**Run 1: metal 1**

Bar = 200 µm. Cells faint in the background.
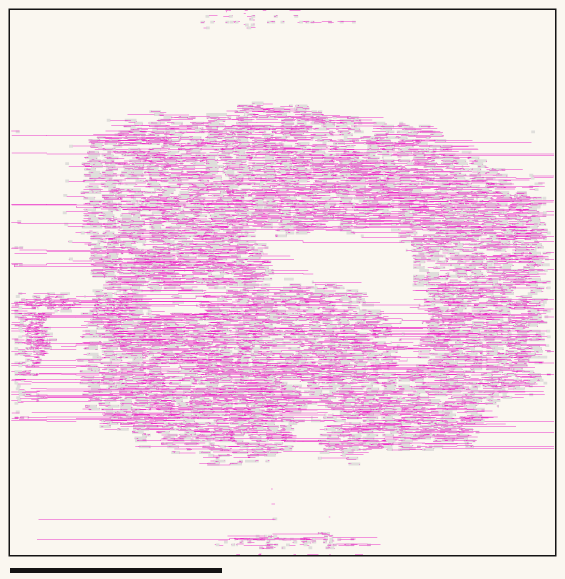
**Run 1: signal wires on met2**

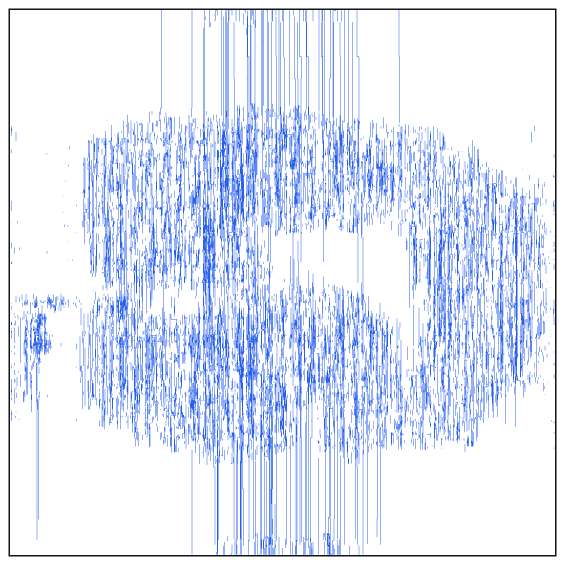
**Run 1: metal 3**

Bar = 200 µm.
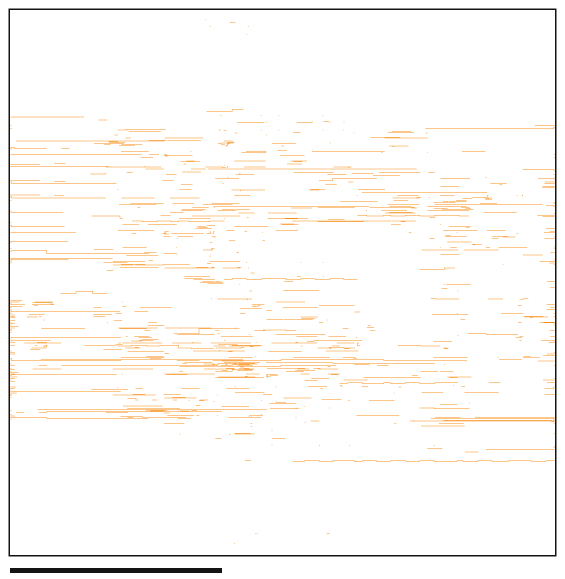
$ cat config.mk
export PLATFORM = sky130hd
export DESIGN_NAME = trace_capture_buffer
export DESIGN_NICKNAME = d
export VERILOG_FILES = /design/src/rtl/trace_capture_buffer_pkg.sv /design/src/rtl/trace_capture_buffer_ring_mem.sv /design/src/rtl/trace_capture_buffer.sv
export SDC_FILE = /design/constraint.sdc
export NUM_CORES = 1
export LEC_CHECK = 0
export ABC_CLOCK_PERIOD_IN_PS = 11900
export CAP_MARGIN = 15
export CORE_MARGIN = 4
export CORE_UTILIZATION = 25
export DETAILED_ROUTE_END_ITERATION = 7
export GPL_TIMING_DRIVEN = 0
export SKIP_LAST_GASP = 1
export SLEW_MARGIN = 40
export SYNTH_ARGS = -nofsm -noshare
export SYNTH_HDL_FRONTEND = slang
export SYNTH_SLANG_ARGS = --single-unit
$ cat constraint.sdc
create_clock -name i_clk -period 11.9 [get_ports i_clk]
set_input_delay 1.785 -clock i_clk [delete_from_list [all_inputs] [get_ports i_clk]]
set_output_delay 1.785 -clock i_clk [all_outputs]
set_load 0.01 [all_outputs]
$ cat src/rtl/trace_capture_buffer_pkg.sv
// -----------------------------------------------------------------------------
// trace_capture_buffer_pkg
// Shared types for the retired-instruction trace capture buffer.
//   XLEN           : CPU data/address width. This mirrors the CPU profile value
//                    so that the slice stands alone.
//   tracer_bus_t   : WB-stage tracer bundle for one retired instruction.
//   trace_state_e  : capture FSM state, visible on the top-level o_state port.
//   trace_entry_t  : one stored entry. It holds the tracer bundle and, when
//                    TRACE_TIMESTAMP_EN is defined, a 32-bit capture timestamp.
// -----------------------------------------------------------------------------
package trace_capture_buffer_pkg;

  localparam int unsigned XLEN = 32;
  localparam int unsigned TS_W = 32;

  typedef struct packed {
    logic [XLEN-1:0] pc;
    logic [31:0]     insn;
    logic [4:0]      rd_addr;
    logic            rd_we;
    logic [XLEN-1:0] rd_wdata;
  } tracer_bus_t;

  typedef enum logic [1:0] {
    StIdle   = 2'd0,
    StArmed  = 2'd1,
    StPost   = 2'd2,
    StFrozen = 2'd3
  } trace_state_e;

  typedef struct packed {
    tracer_bus_t     bus;
`ifdef TRACE_TIMESTAMP_EN
    logic [TS_W-1:0] ts;
`endif
  } trace_entry_t;

  // True when the retiring instruction's PC equals the trigger PC.
  function automatic logic pc_match(input tracer_bus_t bus, input logic [XLEN-1:0] pc);
    return bus.pc == pc;
  endfunction

endpackage

$ cat src/rtl/trace_capture_buffer_ring_mem.sv
// -----------------------------------------------------------------------------
// trace_capture_buffer_ring_mem
// Circular entry storage with overwrite-oldest semantics.
//   i_clk, i_rst : clock and synchronous active-high reset.
//   i_clear      : clears the pointer, the count and the wrapped flag. It has
//                  priority over writes and pops.
//   i_wr_en      : write i_wr_data at the write pointer.
//   i_wr_data    : entry to store.
//   i_pop        : consume the oldest entry. It is ignored when the buffer is
//                  empty.
//   o_rd_data    : oldest held entry, read combinationally from storage.
//   o_count      : number of entries held. It saturates at DEPTH.
//   o_wrapped    : set when at least one entry has been overwritten since the
//                  last clear.
// The storage array has no reset. Only the bookkeeping registers are cleared.
// -----------------------------------------------------------------------------
module trace_capture_buffer_ring_mem
  import trace_capture_buffer_pkg::*;
#(
  parameter int unsigned DEPTH = 16,
  parameter int unsigned CNT_W = $clog2(DEPTH + 1)
) (
  input  logic             i_clk,
  input  logic             i_rst,
  input  logic             i_clear,
  input  logic             i_wr_en,
  input  trace_entry_t     i_wr_data,
  input  logic             i_pop,
  output trace_entry_t     o_rd_data,
  output logic [CNT_W-1:0] o_count,
  output logic             o_wrapped
);

  localparam int unsigned PTR_W = $clog2(DEPTH);

  trace_entry_t     r_mem [DEPTH];
  logic [PTR_W-1:0] r_wr_ptr;
  logic [CNT_W-1:0] r_count;
  logic             r_wrapped;
  logic [PTR_W-1:0] w_rd_idx;
  logic             w_full;

  assign w_full = (r_count == CNT_W'(DEPTH));

  // The oldest entry sits count slots behind the write pointer. When the
  // buffer is full, the low count bits are zero and the index equals wr_ptr.
  assign w_rd_idx = r_wr_ptr - r_count[PTR_W-1:0];

  always_ff @(posedge i_clk) begin
    if (i_wr_en && !i_clear && !i_rst) begin
      r_mem[r_wr_ptr] <= i_wr_data;
    end
  end

  always_ff @(posedge i_clk) begin
    if (i_rst || i_clear) begin
      r_wr_ptr  <= '0;
      r_count   <= '0;
      r_wrapped <= 1'b0;
    end else if (i_wr_en) begin
      r_wr_ptr <= r_wr_ptr + PTR_W'(1);
      if (w_full) begin
        r_wrapped <= 1'b1;
      end else begin
        r_count <= r_count + CNT_W'(1);
      end
    end else if (i_pop && (r_count != '0)) begin
      r_count <= r_count - CNT_W'(1);
    end
  end

  assign o_rd_data = r_mem[w_rd_idx];
  assign o_count   = r_count;
  assign o_wrapped = r_wrapped;

endmodule

$ cat src/rtl/trace_capture_buffer.sv
// -----------------------------------------------------------------------------
// trace_capture_buffer
// Records retired instructions from the WB-stage tracer bus into a circular
// buffer. Capture stops on a PC-match trigger, after a programmable
// post-trigger window, or on a manual freeze. Frozen contents drain
// oldest-first over a valid/ready port.
//   i_clk, i_rst      : clock and synchronous active-high reset.
//   i_wb_valid        : i_wb_trace holds a retiring instruction this cycle.
//   i_wb_trace        : WB-stage trace bundle.
//   i_arm             : pulse that clears the buffer and starts recording.
//   i_force_freeze    : pulse that stops recording. It applies in ARMED and
//                       POST only.
//   i_trig_en         : enables the PC-match trigger.
//   i_trig_pc         : trigger PC.
//   i_post_count      : number of entries captured after the trigger entry.
//   i_rd_ready        : the consumer accepts o_rd_entry.
//   o_rd_valid        : o_rd_entry holds the oldest unread entry.
//   o_rd_entry        : oldest entry. It is '0 when o_rd_valid is low.
//   o_state           : current FSM state.
//   o_entry_count     : number of entries currently held.
//   o_wrapped         : an entry was overwritten since the last arm.
//   o_rd_timestamp    : capture cycle of o_rd_entry. This port exists only
//                       when TRACE_TIMESTAMP_EN is defined.
// Optional feature macro: TRACE_TIMESTAMP_EN adds a free-running 32-bit cycle
// counter. Its value is stored with each entry and shown on o_rd_timestamp.
// -----------------------------------------------------------------------------
module trace_capture_buffer
  import trace_capture_buffer_pkg::*;
#(
  parameter int unsigned DEPTH = 16,
  parameter int unsigned CNT_W = $clog2(DEPTH + 1)
) (
  input  logic             i_clk,
  input  logic             i_rst,
  input  logic             i_wb_valid,
  input  tracer_bus_t      i_wb_trace,
  input  logic             i_arm,
  input  logic             i_force_freeze,
  input  logic             i_trig_en,
  input  logic [XLEN-1:0]  i_trig_pc,
  input  logic [CNT_W-1:0] i_post_count,
  input  logic             i_rd_ready,
  output logic             o_rd_valid,
  output tracer_bus_t      o_rd_entry,
`ifdef TRACE_TIMESTAMP_EN
  output logic [TS_W-1:0]  o_rd_timestamp,
`endif
  output trace_state_e     o_state,
  output logic [CNT_W-1:0] o_entry_count,
  output logic             o_wrapped
);

  if (DEPTH < 2 || (DEPTH & (DEPTH - 1)) != 0) begin : g_depth_check
    $error("trace_capture_buffer: DEPTH must be a power of two and at least 2");
  end

  trace_state_e     r_state;
  logic [CNT_W-1:0] r_post;
  logic             w_recording;
  logic             w_wr_en;
  logic             w_trig_hit;
  logic             w_rd_valid;
  logic             w_pop;
  logic [CNT_W-1:0] w_count;
  logic             w_wrapped;
  trace_entry_t     w_wr_data;
  trace_entry_t     w_rd_data;

  assign w_recording = (r_state == StArmed) || (r_state == StPost);
  // An arm in the same cycle wins, so that cycle's retirement is dropped.
  assign w_wr_en     = w_recording && i_wb_valid && !i_arm;
  assign w_trig_hit  = (r_state == StArmed) && i_wb_valid && i_trig_en &&
                       pc_match(i_wb_trace, i_trig_pc);
  assign w_rd_valid  = (r_state == StFrozen) && (w_count != '0);
  assign w_pop       = w_rd_valid && i_rd_ready;

`ifdef TRACE_TIMESTAMP_EN
  logic [TS_W-1:0] r_cycle;

  always_ff @(posedge i_clk) begin
    if (i_rst) begin
      r_cycle <= '0;
    end else begin
      r_cycle <= r_cycle + TS_W'(1);
    end
  end
`endif

  always_comb begin
    w_wr_data     = '0;
    w_wr_data.bus = i_wb_trace;
`ifdef TRACE_TIMESTAMP_EN
    w_wr_data.ts  = r_cycle;
`endif
  end

  trace_capture_buffer_ring_mem #(
    .DEPTH (DEPTH),
    .CNT_W (CNT_W)
  ) u_ring_mem (
    .i_clk     (i_clk),
    .i_rst     (i_rst),
    .i_clear   (i_arm),
    .i_wr_en   (w_wr_en),
    .i_wr_data (w_wr_data),
    .i_pop     (w_pop),
    .o_rd_data (w_rd_data),
    .o_count   (w_count),
    .o_wrapped (w_wrapped)
  );

  // Capture FSM. r_post counts the writes that remain in the post-trigger
  // window.
  always_ff @(posedge i_clk) begin
    if (i_rst) begin
      r_state <= StIdle;
      r_post  <= '0;
    end else if (i_arm) begin
      r_state <= StArmed;
      r_post  <= '0;
    end else begin
      unique case (r_state)
        StIdle: ;
        StArmed: begin
          if (i_force_freeze) begin
            r_state <= StFrozen;
          end else if (w_trig_hit) begin
            if (i_post_count == '0) begin
              r_state <= StFrozen;
            end else begin
              r_state <= StPost;
              r_post  <= i_post_count;
            end
          end
        end
        StPost: begin
          if (i_force_freeze) begin
            r_state <= StFrozen;
          end else if (i_wb_valid) begin
            r_post <= r_post - CNT_W'(1);
            // This write is the last one in the window.
            if (r_post == CNT_W'(1)) begin
              r_state <= StFrozen;
            end
          end
        end
        StFrozen: ;
        default: r_state <= StIdle;
      endcase
    end
  end

  assign o_rd_valid    = w_rd_valid;
  assign o_rd_entry    = w_rd_valid ? w_rd_data.bus : '0;
`ifdef TRACE_TIMESTAMP_EN
  assign o_rd_timestamp = w_rd_valid ? w_rd_data.ts : '0;
`endif
  assign o_state       = r_state;
  assign o_entry_count = w_count;
  assign o_wrapped     = w_wrapped;

endmodule

==> summary.txt, run 1 <==
Status: finished clean
Fin crit share: 63.71%
RSZ-0062 raised after global routing: false
Grt ovf: 0
FF+latch area: 49350 µm²
Area of the multi-input gates: 14040 µm²
Tapcells: 3366
CTS Buf Count: 161
Resized cells post-CTS: 0
Initial antenna violation count: 44
Fin Hold WS: 0.5206 ns
Post-synth EDFFs: 1632
CTS tree: done
Max-slew violations: 0
Final #Nets: 3605
Biggest area cells: edfxtp_1 77%, mux4_2 14%, a211oi_1 2.4%
Psw: 0.002739 W
Dominant logic cell type in the layout: edfxtp_1
Seq/total area: 62.58%
DRC: 0
Worst endpoint data arrival time: 5.80 ns
Synthesis-stage register bit count: 1649
Die W: 513.2 µm
Vias in the first global route: 32.80k
DR pass1 iterations: 7
Crit-path max cell delay: 0.69 ns
Clk buf depth: 3
Ant diodes: 10
Via/cell ratio: 4.606
MI comb cells: 998
Int Pwr: 0.009488 W
WL per Instance: 25.32 µm
Syn avg cell area: 22.58 µm²
Top cells by count: 1632 x edfxtp_1, 408 x mux4_2, 206 x a211oi_1, 106 x mux2i_1, 104 x nor2b_1
R2R Path End: u_ring_mem.r_mem[3][45]$_DFFE_PP_
Top_reg_cell synth: edfxtp_1
Rows: 185
Async set-reset flop share out of synthesis: 0%
Critical R2R Launch: o_state[0]$_SDFFE_PP0P_
TNS Setup: 0 ns
Comb pwr share: 7.0%
Pwr Density: 155.1 nW/µm²
R2R setup slack: 7.43 ns
Worst rel slew slack: 42.58%
Critical Path RT: 10.12 ns
Switching share of power: 22.40%
Crit path from: u_ring_mem.o_count[0]$_SDFFE_PP0P_
GRT Util Overall: 13.15%
# Cells Yosys: 2826
Non-CTS buffers: 617
Non-CTS inverters: 15
HP Start: u_ring_mem.o_wrapped$_SDFFE_PP0P_
Type of the worst min-delay path: register to register
DP HPWL: 123900 µm
Synthesized area: 63820 µm²
Area of the die: 263400 µm²
Critical Path Sink: o_rd_entry[2]
Largest net degree at the start of global routing: 18
Slew @ Worst Pin: 0.8584 ns
Leakage: 24.73 nW
Yosys warns: 0
Yosys chip area: 63820 µm²
Max-area cell class: flip-flops and latches
Hold depth: 2
Global placer's final weighted congestion: 0.7054
Clock transition at path regs: 0.06 ns
FILL cells: 24.28k
Share of cells above drive strength 1: 27.31%
R2R depth: 14
Final ANT Viol Nets: 0
Sequential fraction of design power: 52.3%
-- 'metal 1' (at the start) --
nets with wire on the layer: 3454
longest straight run: 223 µm
main direction: horizontal

-- 'signal wires on met2' (at the start) --
longest straight run: 225 µm
share of all routed wire: 46%
wire length on this layer: 81.1 mm

-- 'metal 3' (at the start) --
nets with wire on the layer: 484
share of all routed wire: 8.0%

-- run 1: sequential cells by signal, indices dropped and copies added (netlist names) --
signal,count
o_state,2
r_post,5
u_ring_mem.o_count,5
u_ring_mem.o_wrapped,1
u_ring_mem.r_mem,1632
u_ring_mem.r_wr_ptr,4
-- run 1: power groups by stage --
stage	clock (W)	combinational, W	sequential (W)
4_1_cts	0.00511	0.000866	0.00640
3_5_place_dp	0	0.000863	0.00652
3_3_place_gp	0	0.000830	0.00653
6_report	0.00498	0.000850	0.00640
2_1_floorplan	0	0.000474	0.00652
5_1_grt	0.00535	0.000915	0.00639
-- run 1: cells by family (layout without fill, tap and decap cells) --
| logic type | after synthesis | in the layout | share of synthesized area [%] |
|---|---|---|---|
| AOI/OAI and AO/OA | 239 | 239 | 2.806 |
| and+or+nand+nor | 185 | 185 | 1.672 |
| adders and majority gates | 17 | 17 | 0.3568 |
| buffers and inverters | 179 | 930 | 1.186 |
| other | 0 | 10 | 0 |
| DFF | 1649 | 1649 | 77.33 |
| muxes | 514 | 514 | 16.06 |
| xor gates and xnor gates | 43 | 43 | 0.5901 |
-- run 1: worst min-delay path: stages (launching register included) --
cell     delay, ns
dfxtp_1       0.35
a31oi_1       0.05
nor2_1        0.08
-- run 1: through the flow --
stage | setup slack (ns) | cell area, µm² | cells
global placement | -8.148 | 70590 | 6448
detailed placement | 4.930 | 73700 | 6645
CTS | 4.005 | 78810 | 6943
global route | 4.049 | 78830 | 6945
finish | 4.319 | 78850 | 6953
floorplan | 1.643 | 63820 | 2826
-- run 1: per-layer routing --
metal / vias to the layer above / wire length, µm / GRT usage [%]
li1: 13327 / - / -
met1: 17120 / 75720 / 17.92
met2: 1281 / 81140 / 20.38
met3: 274 / 14140 / 3.759
met4: 24 / 4810 / 3.994
met5: - / 251 / 0
**Run 1: M4 wires**

Bar = 200 µm.
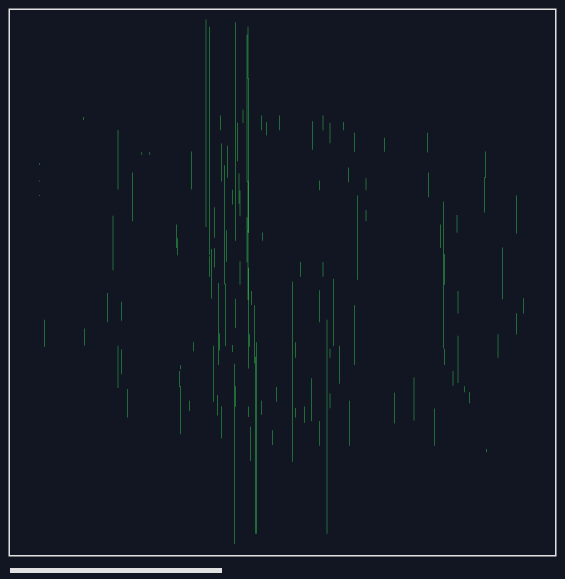

==> run 2, diff against run 1 <==
- ABC_CLOCK_PERIOD_IN_PS: 11900 -> 7900
- clock period: 11.9 -> 7.9 ns (I/O delays scaled with it)
**Run 2: M4 wires**

Bar = 200 µm.
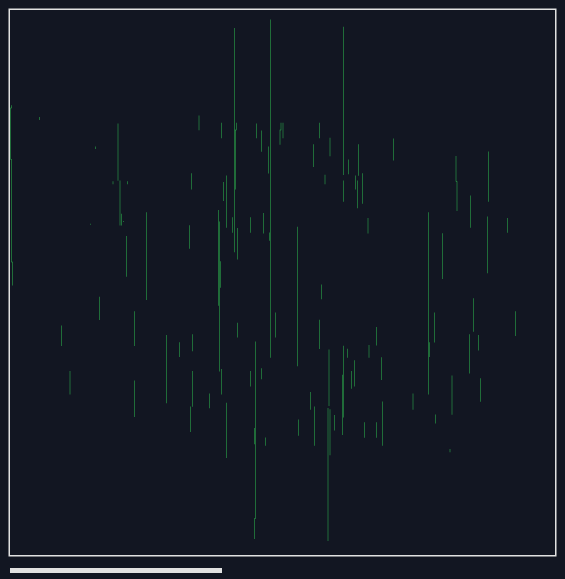
longest straight run: 318 µm
main direction: vertical
share of all routed wire: 2.3%

**Run 2: clock nets**

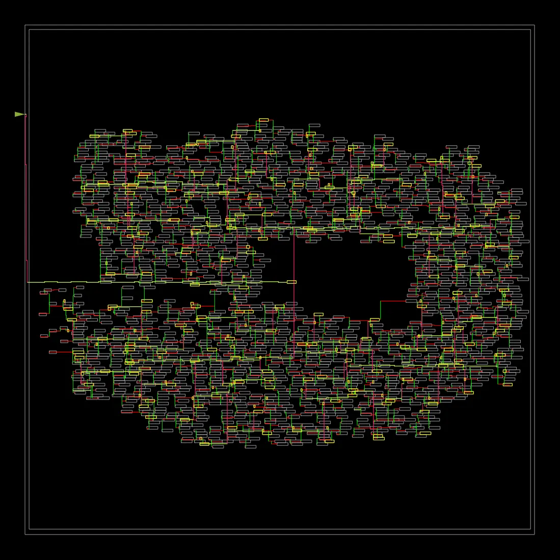
Seq cells: 1649
Num Clock Sinks: 1649
clk_lat worst skew: 0.78 ns
CTS Buf Count: 158

**Run 2: metal 3**

Bar = 200 µm.
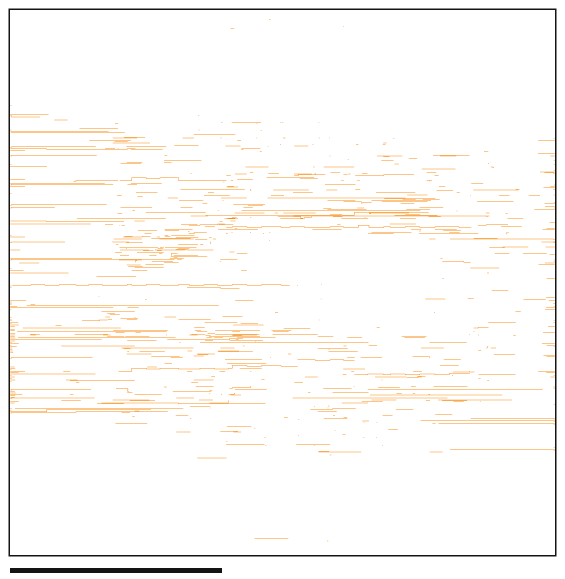
main direction: horizontal
nets with wire on the layer: 434
share of all routed wire: 7.9%
wire length on this layer: 13600 µm
longest straight run: 181 µm

==> run 2 against run 1 <==
  * Hold slack improved by 0.017 ns
  * Register-to-register slack got worse by 3.3 ns
  * Die area unchanged
  * Clock power increased by about 50%
  * First-iteration DRC count decreased by 0.18%
  * Critical path depth unchanged
  * Sequential power increased by 51%
  * Core utilization about the same
  * Synthesized cell count unchanged
  * Largest power group unchanged
==> summary.txt, run 2 <==
Post-synth EDFFs: 1632 (unchanged)
Yosys chip area: 63820 µm² (unchanged)
Critical R2R Launch: o_state[0]$_SDFFE_PP0P_
Final #Nets: 3568 (-1.0%)
Via/cell ratio: 4.546 (-1.3%)
Critical Path Sink: o_rd_entry[98]
GRT Util Overall: 12.89% (-0.26 points)
Final ANT Viol Nets: 0 (unchanged)
Main logic family: multiplexers
Layout Utilization: 31.01%
Design area: 78820 µm² (about the same)
Slew @ Worst Pin: 0.8914 ns (+0.03301 ns)
Hold depth: 2 (unchanged)
Max-slew violations: 0 (unchanged)
Top cells by count: 1632 x edfxtp_1, 408 x mux4_2, 206 x a211oi_1, 106 x mux2i_1, 104 x nor2b_1
Clock transition at path regs: 0.07 ns (about the same)
Htree depth: 4
Async set-reset flop share out of synthesis: 0% (unchanged)
R2R setup slack: 4.08 ns (-3.35 ns)
WS Path Type: register to output port
Resized cells post-CTS: 0 (unchanged)
R2R depth: 11 (-3)
Yosys warns: 0 (unchanged)
DP HPWL: 121200 µm (-2.2%)
Dpl cell area: 73740 µm² (about the same)
Worst endpoint data arrival time: 5.79 ns (about the same)
WL per Instance: 24.96 µm (-1.4%)
Leakage: 24.50 nW (-0.92%)
Global placer's final weighted congestion: 0.7133 (+1.1%)
Setup ws final: 0.9215 ns (-3.398 ns)
Top_reg_cell synth: edfxtp_1
Clock root buffer: clkbuf_16
Clk buf depth: 3 (unchanged)
R2R Path End: u_ring_mem.r_mem[3][43]$_DFFE_PP_
Setup Skew: 0.02155 ns
Syn avg cell area: 22.58 µm² (unchanged)
Initial antenna violation count: 39 (-11%)
RSZ-0062 raised after global routing: false
Top reg by flops: u_ring_mem.r_mem
Largest register FFs: 1632 (unchanged)
Synthesized area: 63820 µm² (unchanged)
DRC: 0 (unchanged)
Hold EP: u_ring_mem.o_wrapped$_SDFFE_PP0P_
Synthesis-stage register bit count: 1649 (unchanged)
Synth top cell by count: edfxtp_1
PortBufs: 256
Area of the die: 263400 µm² (unchanged)
Grt ovf: 0 (unchanged)
Critical Path RT: 6.71 ns (-3.41 ns)
Largest net degree at the start of global routing: 18 (unchanged)
First-pass GRT wire length: 245200 µm
Fin crit share: 88.34%
Fin Hold WS: 0.5379 ns (+0.01737 ns)
Die W: 513.2 µm (unchanged)
Core ar.: 254200 µm²
Worst rel slew slack: 40.21% (-2.4 points)
Share of cells above drive strength 1: 25.93% (-1.4 points)
Yosys adder share: 0.3568% (unchanged)
DR pass1 iterations: 5 (-2)
# Cells Yosys: 2826 (unchanged)
Maximum clock rate: 143.3 MHz
Area fraction in compound gates: 2.806% (unchanged)
CP Launch Type: register
Dominant logic cell type in the layout: edfxtp_1
Crit path from: u_ring_mem.o_count[0]$_SDFFE_PP0P_
Post-Syn Nets: 2989
Area grow syn2layout: 23.51%
Vias in the first global route: 32.40k (-1.2%)
HP Start: u_ring_mem.o_wrapped$_SDFFE_PP0P_
Place WS: 1.539 ns (-3.390 ns)
Pwr Density: 233.5 nW/µm² (+51%)
Synth mux share: 16.06% (unchanged)
Xor+xnor area frac: 0.5901% (unchanged)
Rows: 185 (unchanged)
Biggest area cells: edfxtp_1 77%, mux4_2 14%, a211oi_1 2.4%
CTS tree: done
Type of the worst min-delay path: register to register
Yosys simple share: 1.672% (unchanged)
Status: finished clean
run 2: cell counts after synthesis:
No cell type changed its count.
run 2: cell type report:
type | instances | area (µm²)
clock buffer | 200 | 4175
sequential | 1649 | 49350
buffer | 164 | 726.9
antenna | 12 | 30.03
tap | 3366 | 4212
multi-input combinational | 998 | 14030
clock inverter | 88 | 873.3
fill | 24394 | 175300
timing repair buffer | 419 | 5369
inverter | 15 | 56.30
run 2: metal layers:
| layer | vias to the layer above | wire [µm] | track usage [%] |
|---|---|---|---|
| met5 | - | 95 | 0 |
| met2 | 1104 | 79400 | 19.97 |
| met3 | 246 | 13590 | 3.992 |
| li1 | 13215 | - | - |
| met4 | 16 | 3981 | 3.166 |
| met1 | 16837 | 75460 | 17.68 |
run 2: critical path, cell delays in order (launching register included):
cell and delay [ns]:
dfxtp_1 0.55, ha_1 0.21, inv_1 0.06, fa_1 0.61, buf_2 0.47, clkbuf_4 0.55, clkbuf_1 0.70, mux4_2 0.35
mux2i_1 0.07, a211oi_1 0.69, clkdlybuf4s50_1 0.68
run 2: power breakdown:
part | switching (W) | internal (W) | leakage (nW)
logic | 0.000755 | 0.000519 | 7.25
registers | 0.00000716 | 0.00963 | 14.8
clock network | 0.00327 | 0.00422 | 2.45
run 2: metrics by stage:
step,std cells,setup TNS [ns]
floorplan,2826,0
global placement,6448,-8020.69
detailed placement,6611,0
CTS,6899,0
global route,6900,0
finish,6911,0
run 2: kinds of logic after synthesis:
logic type	count (synthesis)
flip-flops	1649
multiplexers	514
AND-OR/OR-AND	239
AND/OR/NAND/NOR	185
buffers and inverters	179
XOR/XNOR	43
adder cells (fa/ha/maj)	17
==> run 3, diff against run 2 <==
- ABC_CLOCK_PERIOD_IN_PS: 7900 -> 7300
- clock period: 7.9 -> 7.3 ns (I/O delays scaled with it)
**Run 3: metal 1**

Bar = 200 µm. Cells faint in the background.
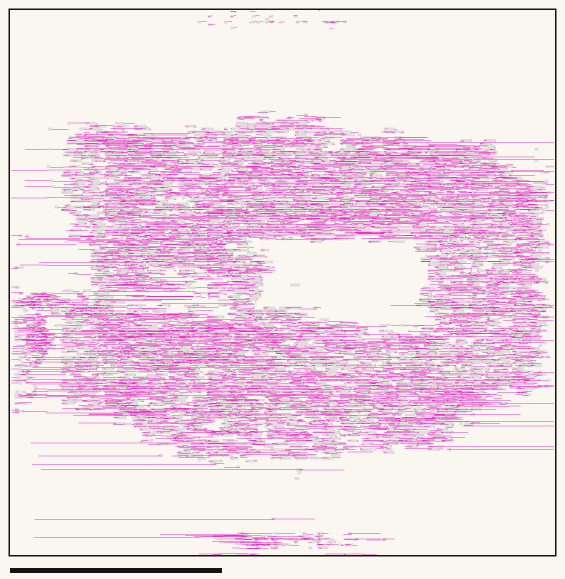
longest straight run: 246 µm
wire length on this layer: 75.5 mm
share of all routed wire: 44%
nets with wire on the layer: 3396

**Run 3: metal 3**

Bar = 200 µm.
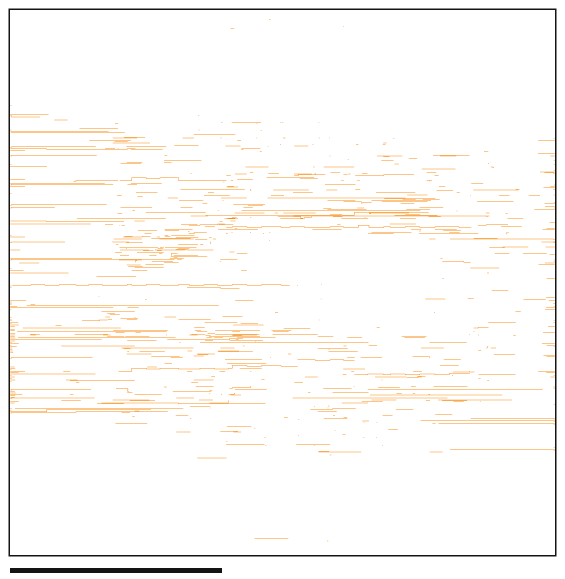
share of all routed wire: 7.9%
longest straight run: 181 µm
main direction: horizontal
nets with wire on the layer: 434
wire length on this layer: 13600 µm

**Run 3: clock nets**

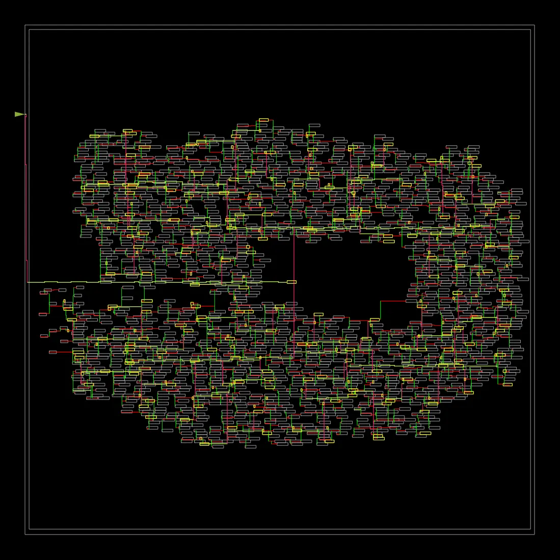
Setup Skew: 0.02155 ns
P_clk: 0.00811 W
clock buf count: 200

==> run 3 against run 2 <==
  * Die area did not move
  * Synthesized cell count stayed put
  * Register-to-register slack got worse by 0.60 ns
  * Clock skew unchanged
  * Count of clock-buffer cells in the layout unchanged
  * Non-clock buffer count stayed put
  * Via count stayed put
  * Setup slack worse by 0.51 ns
  * Sequential power increased by 8%
  * First-iteration DRC count did not move
  * Sequential cell count stayed put
  * Critical endpoint unchanged
  * Highest routed layer unchanged
==> summary.txt, run 3 <==
Async set-reset flop share out of synthesis: 0% (unchanged)
Final ANT Viol Nets: 0 (unchanged)
RSZ-0062 raised after global routing: false
Synth top cell by count: edfxtp_1
Met1 GRT Util: 17.68% (unchanged)
Die W: 513.2 µm (unchanged)
CTS Buf Count: 158 (unchanged)
Rows: 185 (unchanged)
# Cells Yosys: 2826 (unchanged)
Layout Utilization: 31.01% (unchanged)
Core ar.: 254200 µm² (unchanged)
Yosys warns: 0 (unchanged)
FILL cells: 24.39k (unchanged)
Critical R2R Launch: o_state[0]$_SDFFE_PP0P_
Syn avg cell area: 22.58 µm² (unchanged)
Grt ovf: 0 (unchanged)
Synthesized instance count: 2826
TNS Setup: 0 ns (unchanged)
PortBufs: 256 (unchanged)
CTS tree: done
Pwr Density: 252.6 nW/µm² (+8.2%)
Leakage: 24.50 nW (unchanged)
Worst endpoint data arrival time: 5.79 ns (about the same)
Design area: 78820 µm² (unchanged)
Num Clock Sinks: 1649 (unchanged)
Clock root buffer: clkbuf_16
Slew @ Worst Pin: 0.8914 ns (unchanged)
First-pass GRT wire length: 245200 µm (unchanged)
Top_reg_cell synth: edfxtp_1
Dominant logic cell type in the layout: edfxtp_1
WL per Instance: 24.96 µm (unchanged)
Biggest area cells: edfxtp_1 77%, mux4_2 14%, a211oi_1 2.4%
Wl on met1: 75460 µm (unchanged)
CP Cell Sequence: ha_1 -> inv_1 -> fa_1 -> buf_2 -> clkbuf_4 -> clkbuf_1 -> mux4_2 -> mux2i_1 -> a211oi_1 -> clkdlybuf4s50_1
Top Layer Used: met5
Worst rel slew slack: 40.21% (unchanged)
WS Path Type: register to output port
Crit path from: u_ring_mem.o_count[0]$_SDFFE_PP0P_
CP Launch Type: register
GRT Util Overall: 12.89% (unchanged)
Top cells by count: 1632 x edfxtp_1, 408 x mux4_2, 206 x a211oi_1, 106 x mux2i_1, 104 x nor2b_1
Clk_lat worst skew: 0.78 ns (about the same)
Resized cells post-CTS: 0 (unchanged)
DRC: 0 (unchanged)
CTS Hold Bufs: 0
Met3 wire len: 13590 µm (unchanged)
Global placer's final weighted congestion: 0.7133 (unchanged)
Final #Nets: 3568 (unchanged)
Share of cells above drive strength 1: 25.93% (unchanged)
Top reg by flops: u_ring_mem.r_mem
Fin crit share: 94.36%
DR pass1 iterations: 5 (unchanged)
Grt peak-use layer: met2
Area grow syn2layout: 23.51% (unchanged)
Largest net degree at the start of global routing: 18 (unchanged)
Initial antenna violation count: 39 (unchanged)
HP Start: u_ring_mem.o_wrapped$_SDFFE_PP0P_
Area of the die: 263400 µm² (unchanged)
Maximum clock rate: 145.2 MHz
Cell Count Post-Placement: 6611 (unchanged)
Finished Layout Cells: 6911 (unchanged)
Synthesis-stage register bit count: 1649 (unchanged)
Status: finished clean
Tmin final: 6.889 ns
Largest register FFs: 1632 (unchanged)
Place WS: 1.029 ns (-0.5100 ns)
DP HPWL: 121200 µm (unchanged)
Setup ws final: 0.4115 ns (-0.5100 ns)
IO Count: 257
Dpl cell area: 73740 µm² (unchanged)
Yosys chip area: 63820 µm² (unchanged)
Met2 Track Usage GR: 19.97% (unchanged)
Via/cell ratio: 4.546 (unchanged)
Synthesized area: 63820 µm² (unchanged)
Post-Syn Nets: 2989 (unchanged)
Met3 Resource Use GR: 3.992% (unchanged)
Type of the worst min-delay path: register to register
Htree depth: 4 (unchanged)
Post-synth EDFFs: 1632 (unchanged)
Crit-path max cell delay: 0.70 ns (about the same)
Clock transition at path regs: 0.07 ns (about the same)
Clk buf depth: 3 (unchanged)
## run 3: cell counts after synthesis
No cell type changed its count.
## run 3: logic make-up (layout without fill, tap and decap cells)
family          Yosys count  after routing  synth area share (%)
fa+ha+maj                17             17                0.3568
other cells               0             12                     0
mux                     514            514                 16.06
buf+inv                 179            886                 1.186
flops                  1649           1649                 77.33
simple gates            185            185                 1.672
xor+xnor                 43             43                0.5901
compound gates          239            239                 2.806
## run 3: area by class of cell
class,instances,area (µm²),share of cell area (%)
diodes,12,30.03,0.03810
clock inverters,88,873.3,1.108
plain buffers,164,726.9,0.9223
multi-input cells,998,14030,17.80
flip-flops and latches,1649,49350,62.61
clock buffers,200,4175,5.297
repair buffers,419,5369,6.812
well taps,3366,4212,5.343
inverters,15,56.30,0.07144
## run 3: critical path, delay by kind of cell (launching register included)
kind                       cells  cell delay [ns]
buffers and inverters          5             2.46
AOI/OAI and AO/OA              1             0.69
muxes                          2             0.42
DFF                            1             0.55
adders and majority gates      2             0.82
## run 3: power breakdown
| part | switching [W] | total, W | internal (W) |
|---|---|---|---|
| sequential | 0.00000775 | 0.0104 | 0.0104 |
| clock | 0.00354 | 0.00811 | 0.00457 |
| combinational | 0.000817 | 0.00138 | 0.000561 |
| total | 0.00436 | 0.0199 | 0.0156 |
## run 3: final timing paths
| kind | endpoint | slack [ns] | cells after the start |
|---|---|---|---|
| worst min register to register | u_ring_mem.o_wrapped$_SDFFE_PP0P_ | 0.54 | 2 |
| worst min-delay path | u_ring_mem.o_wrapped$_SDFFE_PP0P_ | 0.54 | 2 |
| worst max-delay path | o_rd_entry[98] | 0.41 | 10 |
| worst max register to register | u_ring_mem.r_mem[3][43]$_DFFE_PP_ | 3.48 | 11 |
Power is estimated from default activity; no workload was simulated.
